**src/rtl/line_feeder_pkg.sv**
```systemverilog
// Shared types and default geometry for the line feeder.
// Build with LINE_FEEDER_FLUSH_EN defined to add the partial-line flush input.
package line_feeder_pkg;

    localparam int unsigned PIXEL_SIZE_DEF    = 8;
    localparam int unsigned LINE_SIZE_DEF     = 8;
    localparam int unsigned NUM_TEMPLATES_DEF = 2;
    localparam int unsigned NUM_OF_LINES_DEF  = 8;

    // Counter width that stays at least one bit wide for degenerate sizes.
    function automatic int unsigned idx_width(input int unsigned n);
        return (n > 1) ? $clog2(n) : 1;
    endfunction

    localparam int unsigned LINE_IDX_W = idx_width(NUM_OF_LINES_DEF);

    typedef logic [PIXEL_SIZE_DEF-1:0] pixel_t;
    typedef pixel_t [LINE_SIZE_DEF-1:0] line_t;
    typedef pixel_t [LINE_SIZE_DEF-1:0][NUM_TEMPLATES_DEF-1:0] tpl_line_t;

endpackage

```
**src/rtl/line_assembler.sv**
```systemverilog
// Collects accepted beats into a one-line assembly buffer and flags when it is full.
// LINE_FEEDER_FLUSH_EN adds a flush input that zero-fills and closes a partial line.
module line_assembler import line_feeder_pkg::*; #(
    parameter int unsigned PIXEL_SIZE    = PIXEL_SIZE_DEF,
    parameter int unsigned LINE_SIZE     = LINE_SIZE_DEF,
    parameter int unsigned NUM_TEMPLATES = NUM_TEMPLATES_DEF
) (
    input  logic                                              CLK,
    input  logic                                              reset,
`ifdef LINE_FEEDER_FLUSH_EN
    input  logic                                              flush,
`endif
    input  logic [PIXEL_SIZE-1:0]                             pix_in,
    input  logic [NUM_TEMPLATES-1:0][PIXEL_SIZE-1:0]          tpl_in,
    input  logic                                              pix_valid,
    input  logic                                              hold_free,
    output logic                                              pix_ready,
    output logic                                              asm_full,
    output logic [LINE_SIZE-1:0][PIXEL_SIZE-1:0]              asm_img,
    output logic [LINE_SIZE-1:0][NUM_TEMPLATES-1:0][PIXEL_SIZE-1:0] asm_tpl
);

    localparam int unsigned CntW = idx_width(LINE_SIZE);
    localparam logic [CntW-1:0] LastBeat = CntW'(LINE_SIZE - 1);

    logic [CntW-1:0] beat_cnt_q, beat_cnt_d;
    logic            asm_full_q, asm_full_d;
    logic [LINE_SIZE-1:0][PIXEL_SIZE-1:0]                   img_q, img_d;
    logic [LINE_SIZE-1:0][NUM_TEMPLATES-1:0][PIXEL_SIZE-1:0] tpl_q, tpl_d;
    logic            accept, move, flush_now;

`ifdef LINE_FEEDER_FLUSH_EN
    assign flush_now = flush && (beat_cnt_q != '0) && !asm_full_q;
`else
    assign flush_now = 1'b0;
`endif

    // The buffered line leaves on the same edge the hold stage can take it.
    assign move      = asm_full_q && hold_free;
    assign pix_ready = (!asm_full_q || hold_free) && !flush_now;
    assign accept    = pix_valid && pix_ready;

    always_comb begin
        beat_cnt_d = beat_cnt_q;
        asm_full_d = asm_full_q;
        img_d      = img_q;
        tpl_d      = tpl_q;
        if (move) begin
            asm_full_d = 1'b0;
        end
        if (flush_now) begin
            for (int i = 0; i < LINE_SIZE; i++) begin
                if (CntW'(i) >= beat_cnt_q) begin
                    img_d[i] = '0;
                    tpl_d[i] = '0;
                end
            end
            asm_full_d = 1'b1;
            beat_cnt_d = '0;
        end else if (accept) begin
            img_d[beat_cnt_q] = pix_in;
            tpl_d[beat_cnt_q] = tpl_in;
            if (beat_cnt_q == LastBeat) begin
                asm_full_d = 1'b1;
                beat_cnt_d = '0;
            end else begin
                beat_cnt_d = beat_cnt_q + 1'b1;
            end
        end
    end

    always_ff @(posedge CLK) begin
        if (!reset) begin
            beat_cnt_q <= '0;
            asm_full_q <= 1'b0;
            img_q      <= '0;
            tpl_q      <= '0;
        end else begin
            beat_cnt_q <= beat_cnt_d;
            asm_full_q <= asm_full_d;
            img_q      <= img_d;
            tpl_q      <= tpl_d;
        end
    end

    assign asm_full = asm_full_q;
    assign asm_img  = img_q;
    assign asm_tpl  = tpl_q;

endmodule

```
**src/rtl/line_feeder.sv**
```systemverilog
// Pixel-stream to line assembler feeding the correlator, with window markers.
// LINE_FEEDER_FLUSH_EN adds a flush input that closes a partial line with zeros.
module line_feeder import line_feeder_pkg::*; #(
    parameter int unsigned PIXEL_SIZE    = PIXEL_SIZE_DEF,
    parameter int unsigned LINE_SIZE     = LINE_SIZE_DEF,
    parameter int unsigned NUM_TEMPLATES = NUM_TEMPLATES_DEF,
    parameter int unsigned NUM_OF_LINES  = NUM_OF_LINES_DEF
) (
    input  logic                                              CLK,
    input  logic                                              reset,
`ifdef LINE_FEEDER_FLUSH_EN
    input  logic                                              flush,
`endif
    input  logic [PIXEL_SIZE-1:0]                             pix_in,
    input  logic [NUM_TEMPLATES-1:0][PIXEL_SIZE-1:0]          tpl_in,
    input  logic                                              pix_valid,
    output logic                                              pix_ready,
    output logic [LINE_SIZE-1:0][PIXEL_SIZE-1:0]              I_out_line,
    output logic [LINE_SIZE-1:0][NUM_TEMPLATES-1:0][PIXEL_SIZE-1:0] T_out_line,
    output logic                                              line_valid,
    input  logic                                              line_ready,
    output logic                                              acc_clr,
    output logic                                              win_last,
    output logic [idx_width(NUM_OF_LINES)-1:0]                line_idx
);

    localparam int unsigned IdxW = idx_width(NUM_OF_LINES);
    localparam logic [IdxW-1:0] LastWin = IdxW'(NUM_OF_LINES - 1);

    logic hold_free, asm_full, move;
    logic [LINE_SIZE-1:0][PIXEL_SIZE-1:0]                   asm_img, img_q, img_d;
    logic [LINE_SIZE-1:0][NUM_TEMPLATES-1:0][PIXEL_SIZE-1:0] asm_tpl, tpl_q, tpl_d;
    logic            line_valid_q, line_valid_d;
    logic            acc_clr_q, acc_clr_d;
    logic            win_last_q, win_last_d;
    logic [IdxW-1:0] line_idx_q, line_idx_d;
    logic [IdxW-1:0] win_cnt_q, win_cnt_d;

    assign hold_free = !line_valid_q || line_ready;
    assign move      = asm_full && hold_free;

    line_assembler #(
        .PIXEL_SIZE    (PIXEL_SIZE),
        .LINE_SIZE     (LINE_SIZE),
        .NUM_TEMPLATES (NUM_TEMPLATES)
    ) u_asm (
        .CLK       (CLK),
        .reset     (reset),
`ifdef LINE_FEEDER_FLUSH_EN
        .flush     (flush),
`endif
        .pix_in    (pix_in),
        .tpl_in    (tpl_in),
        .pix_valid (pix_valid),
        .hold_free (hold_free),
        .pix_ready (pix_ready),
        .asm_full  (asm_full),
        .asm_img   (asm_img),
        .asm_tpl   (asm_tpl)
    );

    always_comb begin
        img_d        = img_q;
        tpl_d        = tpl_q;
        line_valid_d = line_valid_q;
        acc_clr_d    = acc_clr_q;
        win_last_d   = win_last_q;
        line_idx_d   = line_idx_q;
        win_cnt_d    = win_cnt_q;
        if (move) begin
            img_d        = asm_img;
            tpl_d        = asm_tpl;
            line_valid_d = 1'b1;
            line_idx_d   = win_cnt_q;
            acc_clr_d    = (win_cnt_q == '0);
            win_last_d   = (win_cnt_q == LastWin);
            win_cnt_d    = (win_cnt_q == LastWin) ? '0 : win_cnt_q + 1'b1;
        end else if (hold_free) begin
            // Data is left in place; only the strobes retire with line_valid.
            line_valid_d = 1'b0;
            acc_clr_d    = 1'b0;
            win_last_d   = 1'b0;
        end
    end

    always_ff @(posedge CLK) begin
        if (!reset) begin
            img_q        <= '0;
            tpl_q        <= '0;
            line_valid_q <= 1'b0;
            acc_clr_q    <= 1'b0;
            win_last_q   <= 1'b0;
            line_idx_q   <= '0;
            win_cnt_q    <= '0;
        end else begin
            img_q        <= img_d;
            tpl_q        <= tpl_d;
            line_valid_q <= line_valid_d;
            acc_clr_q    <= acc_clr_d;
            win_last_q   <= win_last_d;
            line_idx_q   <= line_idx_d;
            win_cnt_q    <= win_cnt_d;
        end
    end

    assign I_out_line = img_q;
    assign T_out_line = tpl_q;
    assign line_valid = line_valid_q;
    assign acc_clr    = acc_clr_q;
    assign win_last   = win_last_q;
    assign line_idx   = line_idx_q;

endmodule
```
**config.mk**
```make
export PLATFORM = sky130hd
export DESIGN_NAME = line_feeder
export DESIGN_NICKNAME = d
export VERILOG_FILES = /design/src/rtl/line_feeder_pkg.sv /design/src/rtl/line_assembler.sv /design/src/rtl/line_feeder.sv
export SDC_FILE = /design/constraint.sdc
export NUM_CORES = 1
export LEC_CHECK = 0
export CAP_MARGIN = 20
export CORE_ASPECT_RATIO = 2
export CORE_MARGIN = 4
export CORE_UTILIZATION = 48
export CTS_CLUSTER_DIAMETER = 150
export DETAILED_ROUTE_END_ITERATION = 10
export PLACE_DENSITY = 0.82
export SKIP_CTS_REPAIR_TIMING = 1
export SLEW_MARGIN = 20
export SYNTH_ARGS = -nofsm -noshare
export SYNTH_HDL_FRONTEND = slang
export SYNTH_SLANG_ARGS = --single-unit
```
**constraint.sdc**
```tcl
create_clock -name CLK -period 1.3 [get_ports CLK]
set_input_delay 0.195 -clock CLK [delete_from_list [all_inputs] [get_ports CLK]]
set_output_delay 0.195 -clock CLK [all_outputs]
set_load 0.05 [all_outputs]
```
==> results.yml, run 1 <==
# yosys + openroad results
yosys:
  synthArstFlopShare_pct: 0
  ys_cells: 1600
  synth_warnings: 0
  synth_flops: 397
  synth_area_per_cell_sq_um: 9.19
  syn_inst: 1600
  synthFlopType: "dfxtp_1"
  syn_area_sq_um: 14700
  edf_count: 0
  yosysTopAreaCell: "dfxtp_1"
  netlist-cell-type-count: 28
  synthTopCellsByArea: "dfxtp_1 54%, mux2i_1 13%, a21oi_1 6.9%, nand3_1 6.7%, o21ai_0 6.7%"
  mappedNetlistNets: 1633
  yosys_area_sq_um: 14700
  top_cell_area_share_pct: 54.1
  synth_seq_share_pct: 54.1
die:
  die_w_um: 132
  die.size.y_um: 255
  chipArea_sq_um: 33700
  fp_util_pct: 48.7
  io-pin-count: 227
  core-area_sq_um: 30200
placement:
  routabilityCongestion: 0.849
  dp_cells: 2146
  io_buffers: 226
  place_ws_ns: -0.560
  dp_hpwl_mm: 31.9
outcome:
  status: "finished, violations left"
  failed_checks: "setup timing"
global_routing:
  grt.overflow.total: 0
  grt_max_degree: 91
  grt_pass1_wl_mm: 71.6
  antenna_found_initial: 1
  grt_pass1_vias: 13300
routing:
  vias_per_cell: 6.48
  drt_iter0_drc: 1643
  dr.pass1.iters: 6
  ant_nets: 0
  drc: 0
timing:
  worst_slack_ns: -0.525
  period_needed_ns: 1.83
  period_used_pct: 140
  tns_ns: -102.38
  slew_violations: 0
  max_slew_margin_pct: 56.4
  fmax_mhz: 548
  hold_viol: 0
  fin_worst_skew_ns: 0.0141
  rsz0062_at_grt: "true"
  tightest_slew_ns: 0.652
  setup_viol: 497
setup_path:
  critPathRequiredTime_ns: 1.70
  timing.critical_path.buf_inv: 5
  critPathSlowestCell: "dfxtp_4"
  cp_max_fo: 8
  crit_path_end_kind: "flop"
  path_cells: "buf_6 > nor2b_4 > buf_12 > buf_6 > clkbuf_16 > buf_12 > o21ai_4 > a21oi_2"
  crit_family: "buffers and inverters"
  startpoint_type: "flop"
  slowest_delay_ns: 0.37
  crit_type: "flop to flop"
  crit_arrival_ns: 2.22
cells_and_area:
  fin_nets: 1927
  lay_top_count: "dfxtp_1"
  final_cells: 2285
  drive_gt1_share_pct: 35.8
  synthToLayoutAreaGrowth_pct: 63.6
  diodes: 0
  most-common-layout-cells: "390 x dfxtp_1, 244 x buf_12, 226 x nand2_1"
run:
  log.warning_count: 29
  drv_cap: 0
clock_tree:
  htreeDepth: 2
  clock.latency.late_pin_ns: 0.52
  cts_made_buffers: 34
  ctsLongestPathBuffers: 3
  cts.clk_slew.worst_paths_ns: 0.07
  cts-root-buf: "clkbuf_16"
  cts_tree: "yes"
  cts.sinks: 397
pwr:
  p_total_w: 0.0246
  vdd_drop_max_v: 0.000948
  power_per_cell_area_nw_per_um2: 1020
  power_leakage_nw: 8.84
hold_path:
  hp-class: "primary input to flop"
==> run 1: report_power, final <==
group	switching, W	internal [W]	leakage (nW)	total, W
sequential	0.0000972	0.0123	3.21	0.0124
combinational	0.000726	0.000428	5.06	0.00115
clock	0.00479	0.00625	0.578	0.0110
total	0.00561	0.0190	8.84	0.0246
==> run 1: state kept, by name, indices dropped and copies added (netlist names) <==
| register | cells |
|---|---|
| acc_clr | 1 |
| win_last | 1 |
| u_asm.asm_img | 64 |
| line_idx | 3 |
| line_valid | 1 |
| u_asm.asm_tpl | 128 |
| I_out_line | 64 |
| win_cnt_q | 3 |
| u_asm.beat_cnt_q | 3 |
| T_out_line | 128 |
| u_asm.asm_full | 1 |
==> run 1: layer usage <==
layer  vias to the layer above  GRT usage (%)  wire length, um
met5                         -              0               14
met1                      7013           27.2            20600
li1                       6158              -                -
met4                         2           18.0             7030
met3                       478           3.68             5400
met2                      1164           48.4            32500
==> run 1: cell usage after synthesis (4+ instances only) <==
library cell and n:
dfxtp_1 397, nand2_1 226, a21oi_1 202, nand3_1 198, o21ai_0 198, mux2i_1 195, clkbuf_1 118, buf_2 14
buf_6 11, buf_1 7, buf_4 7, ha_1 5, inv_1 4
==> run 1: through the flow <==
stage / instance area (sq um) / hold slack [ns]
2_1_floorplan: 14800 / 0.335
3_3_place_gp: 20100 / 0.441
3_5_place_dp: 20100 / 0.448
4_1_cts: 21300 / 0.0404
5_1_grt: 24100 / 0.0671
6_report: 24100 / 0.0718
==> run 1: layout make-up <==
class                           count  area (sq um)
Tap cell                          368           460
Fill cell                        1478          6130
Sequential cell                   397          7960
Timing Repair Buffer              415          7130
Clock buffer                       46           967
Clock inverter                     13           199
Multi-Input combinational cell   1041          7300
Inverter                            5          31.3
==> run 1: final timing paths <==
path	startpoint	endpoint	slack [ns]	cells past startpoint
worst max-delay path	line_valid	T_out_line[106]	-0.53	8
worst min-delay path	reset	u_asm.asm_full	0.07	3
worst max register to register	line_valid	T_out_line[106]	-0.53	8
worst min register to register	u_asm.asm_tpl[120]	u_asm.asm_tpl[120]	0.46	2
==> run 1: logic make-up after synthesis <==
group           share of synthesized area (%)
mux                                      13.3
flops                                    54.1
compound gates                           13.6
fa+ha+maj                               0.426
simple gates                             13.6
buf+inv                                  5.00
==> run 1: worst reg2reg max path: stages (launching register included) <==
cell and delay [ns]:
dfxtp_4 0.37, buf_6 0.11, nor2b_4 0.21, buf_12 0.17, buf_6 0.12, clkbuf_16 0.16, buf_12 0.16, o21ai_4 0.07
a21oi_2 0.36
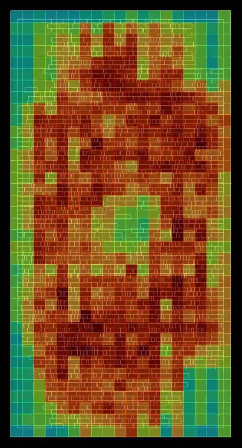
Run 1: routing congestion
utilization after layout: 79.7%
met2 Usage GRT: 48.4%
met1 Track Usage GR: 27.2%
met3 usage: 3.68%

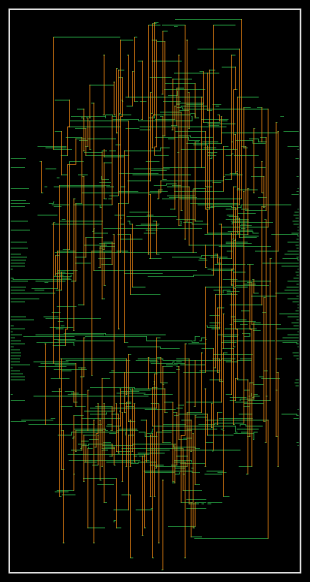
Run 1: wiring by layer
Two of the layers only.
color	layer	wire length
orange	met4	7030 um
green	met3	5400 um
post-DR wirelength/cell: 28.7 um
WL final: 65.6 mm
gr usage total: 26.3%
routed vias: 14800

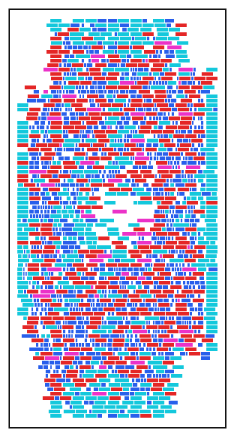
Run 1: placement by cell class
color	class	cells	share of their area
blue	all other logic	1046	31%
cyan	other buffers and delay cells	415	30%
magenta	clock drivers and dummy loads	59	4.9%
red	flops	397	34%
Final Instance Area: 24100 sq um
Row Count: 90

==> inputs of run 2 (changes only) <==
Settings changed: CORE_UTILIZATION 48 to 40, PLACE_DENSITY 0.82 to 0.72.
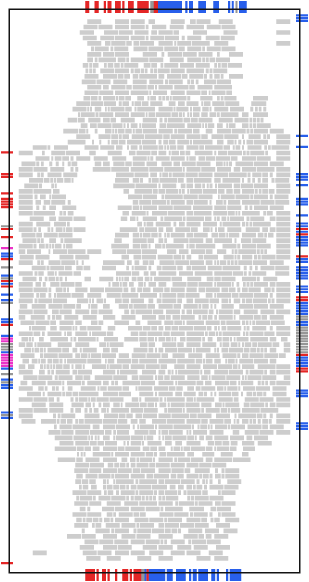
Run 2: pin map
Pins as bars across the die edge, other pins in gray.
color	port	pins	direction	edge
blue	T_out_line	128	output	47 east, 36 south, 29 north, 16 west
magenta	pix_in	8	input	west
red	I_out_line	64	output	22 north, 19 south, 15 west, 8 east
Die Span Y: 279 um
# port buffers: 226
die width: 144 um

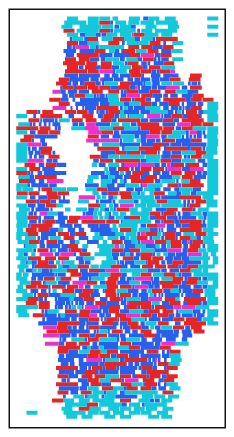
Run 2: placement by cell class
color	class	cells	share of their area
magenta	clock drivers and dummy loads	64	5.1%
red	flops	397	32%
cyan	other buffers and delay cells	439	30%
blue	all other logic	1047	33%
Seq area share: 31.3%
core box area: 36400 sq um
Final Instance Area: 25600 sq um
utilization after layout: 70.2%
Row Count: 99

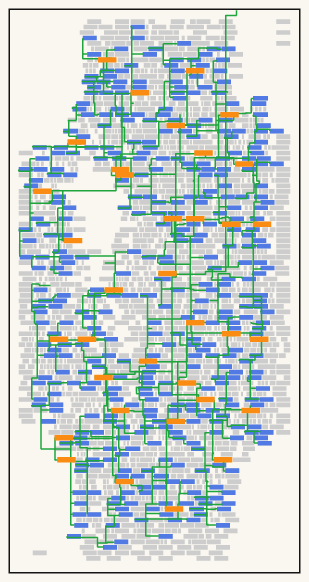
Run 2: clock network drawn from the DEF
[blue] flip-flops | count: 397
[green] clock wires | length: 4610 um
[orange] cells driving clock nets | count: 35
routed clock nets	36
flops lie	spread over the die
Clk power: 0.0116 W
clk_lat worst skew: 0.55 ns
clock power share: 45.8%
clk_skew: 0.0235 ns

==> run 2 against run 1 <==
  * The flow still finishes with violations (setup timing)
  * Wire length is 5.5% lower
  * Count of clock-buffer cells in the layout is 3 higher
  * Largest power group unchanged
  * Global-route usage is 4.4 points lower
  * Sequential share of layout area is 1.8 points lower
  * First-iteration DRC count is 37% lower
  * Synthesized cell count stayed put
  * Final cell count is 5.1% higher
  * Clock skew is 0.0094 ns higher
  * Critical path depth is 2 lower
  * Critical endpoint is now u_asm.asm_tpl[104]
==> results.yml, run 2 <==
# yosys + openroad results
run:
  log.warning_count: 30
  drv_cap: 0
clock_tree:
  cts.sinks: 397
  cts_made_buffers: 35
  htreeDepth: 2
  cts-root-buf: "clkbuf_16"
  cts_tree: "yes"
  ctsLongestPathBuffers: 3
  cts.clk_slew.worst_paths_ns: 0.07
global_routing:
  grt.total_usage_pct: 21.9
  grt_max_degree: 116
  grt.overflow.total: 0
  grt_pass1_vias: 12800
  grt_pass1_wl_mm: 69.7
  antenna_found_initial: 1
routing:
  vias: 14300
  avgRoutedWirePerCell_um: 25.8
  vias_per_cell: 5.95
  dr.pass1.iters: 9
  drt_iter0_drc: 1038
  routed_wl_mm: 61.9
  ant_nets: 0
  drc: 0
setup_path:
  reg2reg_slack_ns: -0.45
  critPathSlowestCell: "dfxtp_4"
  crit_arrival_ns: 2.21
  crit_path_end_kind: "flop"
  crit_family: "buffers and inverters"
  timing.critical_path.buf_inv: 3
  crit_type: "flop to flop"
  critPathRequiredTime_ns: 1.75
  cp_common_cell: "buf_4"
  path_cells: "nand3b_1 > buf_4 > nor3b_4 > buf_4 > clkbuf_16 > mux2i_1"
  startpoint_type: "flop"
  cp_max_fo: 9
  slowest_delay_ns: 0.35
pwr:
  p_sw_w: 0.00573
  p_int_w: 0.0195
  power_leakage_nw: 9.08
  p_sw_share_pct: 22.7
  pwr-share-seq_pct: 49.2
  power_per_cell_area_nw_per_um2: 986
  pwr-share-comb_pct: 5.0
  p_total_w: 0.0252
  vdd_drop_max_v: 0.00107
yosys:
  top_cell_area_share_pct: 54.1
  mappedNetlistNets: 1633
  ys_top_cells_by_count: "397 x dfxtp_1, 226 x nand2_1, 202 x a21oi_1, 198 x nand3_1, 198 x o21ai_0"
  synth_area_per_cell_sq_um: 9.19
  most_common_cell: "dfxtp_1"
  synthArstFlopShare_pct: 0
  synthFlopType: "dfxtp_1"
  netlist-cell-type-count: 28
  synth_warnings: 0
  ys_cells: 1600
  syn_area_sq_um: 14700
  synth_flops: 397
  yosys_area_sq_um: 14700
  syn_inst: 1600
  synthTopCellsByArea: "dfxtp_1 54%, mux2i_1 13%, a21oi_1 6.9%, nand3_1 6.7%, o21ai_0 6.7%"
  yosysTopAreaCell: "dfxtp_1"
  synth_seq_share_pct: 54.1
  edf_count: 0
cells_and_area:
  fin_nets: 1953
  synthToLayoutAreaGrowth_pct: 74.1
  lay_top_count: "dfxtp_1"
  most-common-layout-cells: "361 x dfxtp_1, 247 x buf_12, 225 x nand2_1"
  drive_gt1_share_pct: 41.8
timing:
  worst_slack_ns: -0.453
  rsz0062_at_grt: "true"
  period_used_pct: 135
  setup_viol: 414
  fmax_mhz: 570
  hold_viol: 0
  period_needed_ns: 1.75
  max_slew_margin_pct: 60.8
  slew_violations: 0
  tightest_slew_ns: 0.586
outcome:
  failed_checks: "setup timing"
  status: "finished, violations left"
placement:
  dp_hpwl_mm: 32.1
  dpl_cell_area_sq_um: 20400
  routabilityCongestion: 0.831
  place_ws_ns: -0.613
die:
  chipArea_sq_um: 40100
  fp_util_pct: 40.4
  io-pin-count: 227
hold_path:
  hp-class: "primary input to flop"
run 2: path summary, 6_finish.rpt:
check / from / endpoint / cells after the start
hold reg to reg: u_asm.asm_tpl[51] / u_asm.asm_tpl[51] / 2
setup / recovery: u_asm.asm_full / u_asm.asm_tpl[104] / 6
hold / removal: reset / u_asm.asm_tpl[76] / 3
setup reg to reg: u_asm.asm_full / u_asm.asm_tpl[104] / 6
run 2: tightest hold or removal path, cell delays in order:
cell	delay [ns]
buf_6	0.16
nand2_1	0.09
mux2i_1	0.06
run 2: cells by family after synthesis:
logic type | Yosys count | share of synthesized area (%)
buffers and inverters | 162 | 5.00
adder cells (fa/ha/maj) | 5 | 0.426
AND/OR/NAND/NOR | 441 | 13.6
multiplexers | 195 | 13.3
AND-OR/OR-AND | 400 | 13.6
flip-flops | 397 | 54.1
run 2: cell type report:
type | count | area (sq um)
antenna | 1 | 2.50
clock buffer | 49 | 1010
clock inverter | 15 | 258
fill | 2217 | 10800
inverter | 5 | 36.3
multi-input combinational | 1042 | 8110
sequential | 397 | 8000
tap | 454 | 568
timing repair buffer | 439 | 7590
run 2: routing by layer:
layer	track usage [%]	part of all wire, %	vias up
met5	0	0	-
met4	12.9	9.6	0
met3	3.14	6.3	315
met2	39.9	51	787
met1	23.5	33	6983
li1	-	-	6218
run 2: power by group through the flow:
stage / sequential [W] / clock, W / combinational, W
floorplan: 0.0126 / 0 / 0.000542
global placement: 0.0126 / 0 / 0.000994
detailed placement: 0.0126 / 0 / 0.00102
CTS: 0.0124 / 0.0115 / 0.00103
global route: 0.0124 / 0.0120 / 0.00129
finish: 0.0124 / 0.0116 / 0.00126
run 2: per-stage QoR:
step	cells	utilization, %	hold WS, ns	TNS, ns
6_report	2402	70.2	0.0212	-68.36
5_1_grt	2401	70.2	0.0278	-89.34
4_1_cts	2308	59.5	0.00522	-39.42
3_5_place_dp	2244	56.0	0.448	-188.19
3_3_place_gp	2244	56.0	0.443	-182.62
2_1_floorplan	1600	-	0.335	-14.64
==> inputs of run 3 (changes only) <==
Settings changed: GPL_ROUTABILITY_DRIVEN set to 0.
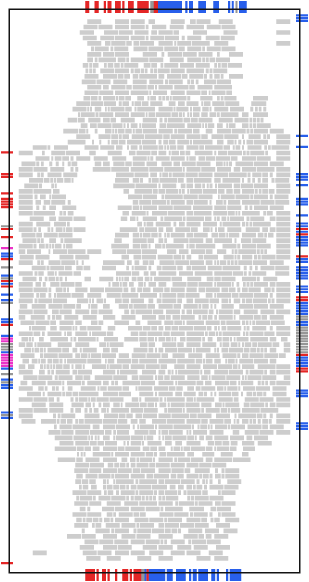
Run 3: pin map
Pins as bars across the die edge, other pins in gray.
color	port	pins	direction	edge
blue	T_out_line	128	output	47 east, 36 south, 29 north, 16 west
red	I_out_line	64	output	22 north, 19 south, 15 west, 8 east
magenta	pix_in	8	input	west
all pins by edge	67 east, 57 south, 54 north, 49 west

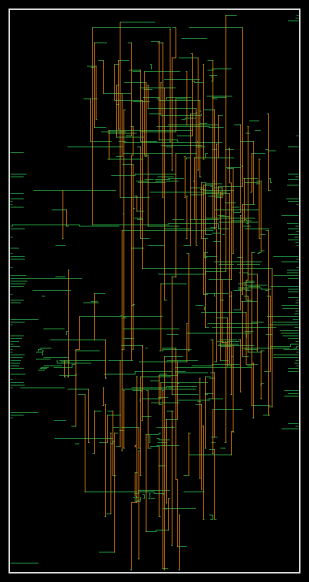
Run 3: wiring by layer
Two of the layers only.
color	layer	wire length
green	met3	3880 um
orange	met4	5970 um
post-DR wirelength/cell: 25.8 um
routed vias: 14300

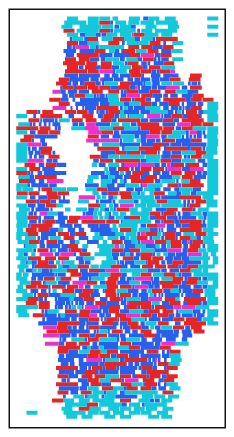
Run 3: placement by cell class
color	class	cells	share of their area
blue	all other logic	1047	33%
red	flops	397	32%
cyan	other buffers and delay cells	439	30%
magenta	clock drivers and dummy loads	64	5.1%

==> run 3 against run 2 <==
  * The flow still finishes with violations (setup timing)
  * Maximum frequency unchanged
  * Sequential power about the same
  * Die size unchanged
  * Non-clock buffer count unchanged
  * Largest power group unchanged
  * Sequential share of layout area unchanged
==> results.yml, run 3 <==
# yosys + openroad results
outcome:
  status: "finished, violations left"
  failed_checks: "setup timing"
timing:
  fin_worst_skew_ns: 0.0235
  setup_viol: 414
  period_needed_ns: 1.75
  worst_slack_ns: -0.453
  slew_violations: 0
  tightest_slew_ns: 0.586
  hold_viol: 0
yosys:
  synth.logic.top_family: "AND-OR/OR-AND gates"
  syn_area_sq_um: 14700
  syn_inst: 1600
  synth_seq_share_pct: 54.1
  ys_sh_aoi_pct: 13.6
  mappedNetlistNets: 1633
  top_cell_area_share_pct: 54.1
  ys_sh_simple_pct: 13.6
  synth_warnings: 0
  synth_flops: 397
  synthArstFlopShare_pct: 0
  yosysTopAreaCell: "dfxtp_1"
  ys_sh_xor_pct: 0
  most_common_cell: "dfxtp_1"
  edf_count: 0
  synthTopCellsByArea: "dfxtp_1 54%, mux2i_1 13%, a21oi_1 6.9%, nand3_1 6.7%, o21ai_0 6.7%"
cells_and_area:
  lay_top_count: "dfxtp_1"
  fin_area_sq_um: 25600
  drive_gt1_share_pct: 41.8
  synthToLayoutAreaGrowth_pct: 74.1
  most-common-layout-cells: "361 x dfxtp_1, 247 x buf_12, 225 x nand2_1"
setup_path:
  timing.rr.end: "u_asm.asm_tpl[104]"
  cp_max_fo: 9
  r2r-start: "u_asm.asm_full"
  crit_type: "flop to flop"
  crit_path_end_kind: "flop"
  r2r_cells: 6
global_routing:
  grt.total_usage_pct: 21.9
  grt_pass1_vias: 12800
  antenna_found_initial: 1
  grt_max_degree: 116
  grt.overflow.total: 0
pwr:
  power_leakage_nw: 9.08
  power_per_cell_area_nw_per_um2: 986
  vdd_drop_max_v: 0.00107
die:
  die.size.y_um: 279
  rows: 99
  die_w_um: 144
  core-area_sq_um: 36400
placement:
  dpl_cell_area_sq_um: 20400
  dp_hpwl_mm: 32.1
clock_tree:
  cts-root-buf: "clkbuf_16"
  ctsLongestPathBuffers: 3
  cts_made_buffers: 35
  clock.latency.late_pin_ns: 0.55
  htreeDepth: 2
hold_path:
  worstHoldStart: "reset"
  hold_depth: 3
  min_to: "u_asm.asm_tpl[76]"
routing:
  drt_iter0_drc: 1038
  drc: 0
  vias_per_cell: 5.95
  ant_nets: 0
  routed_wl_mm: 61.9
run:
  log.warning_count: 30
  drv_cap: 0
[run 3: cell counts in the layout (fill, tap and decap cells not counted)]
No cell type changed its count.
[run 3: metrics by stage]
step           cells  total power (W)  worst slack (ns)
2_1_floorplan   1600           0.0132            -0.198
3_5_place_dp    2244           0.0137            -0.613
4_1_cts         2308           0.0249            -0.500
5_1_grt         2401           0.0257            -0.533
6_report        2402           0.0252            -0.453
3_3_place_gp    2244           0.0136            -0.587
[run 3: cell type report]
cell class	instances	area (sq um)
clock inverter	15	258
tap	454	568
sequential	397	8000
fill	2217	10800
timing repair buffer	439	7590
clock buffer	49	1010
antenna	1	2.50
inverter	5	36.3
multi-input combinational	1042	8110
[run 3: metal layers]
layer	wire (um)	GRT usage (%)	vias to the layer above
met2	31700	39.9	787
met5	0	0	-
li1	-	-	6218
met4	5970	12.9	0
met1	20400	23.5	6983
met3	3880	3.14	315
[run 3: logic make-up (layout without fill, tap and decap cells)]
group,Yosys count,after routing
other,0,1
flip-flops,397,397
multiplexers,195,195
AND-OR/OR-AND,400,400
AND/OR/NAND/NOR,441,442
adder cells (fa/ha/maj),5,5
buffers and inverters,162,508
[run 3: how the worst max path moves through the flow]
stage              startpoint                 end
3_3_place_gp       line_ready   u_asm.asm_tpl[90]
5_1_grt        u_asm.asm_full  u_asm.asm_tpl[104]
6_report       u_asm.asm_full  u_asm.asm_tpl[104]
2_1_floorplan      line_valid   u_asm.asm_img[41]
4_1_cts            line_valid           pix_ready
3_5_place_dp       line_ready   u_asm.asm_tpl[91]
[run 3: critical path, cell delays in order, from the launching register on]
cell	delay (ns)
dfxtp_4	0.35
nand3b_1	0.24
buf_4	0.20
nor3b_4	0.26
buf_4	0.18
clkbuf_16	0.17
mux2i_1	0.25
[run 3: power breakdown]
part | switching (W) | internal (W) | leakage [nW]
clock | 0.00486 | 0.00670 | 0.616
sequential | 0.000117 | 0.0123 | 3.22
combinational | 0.000751 | 0.000506 | 5.24
total | 0.00573 | 0.0195 | 9.08
No activity file was given, so power comes from the tool's default toggle rates.
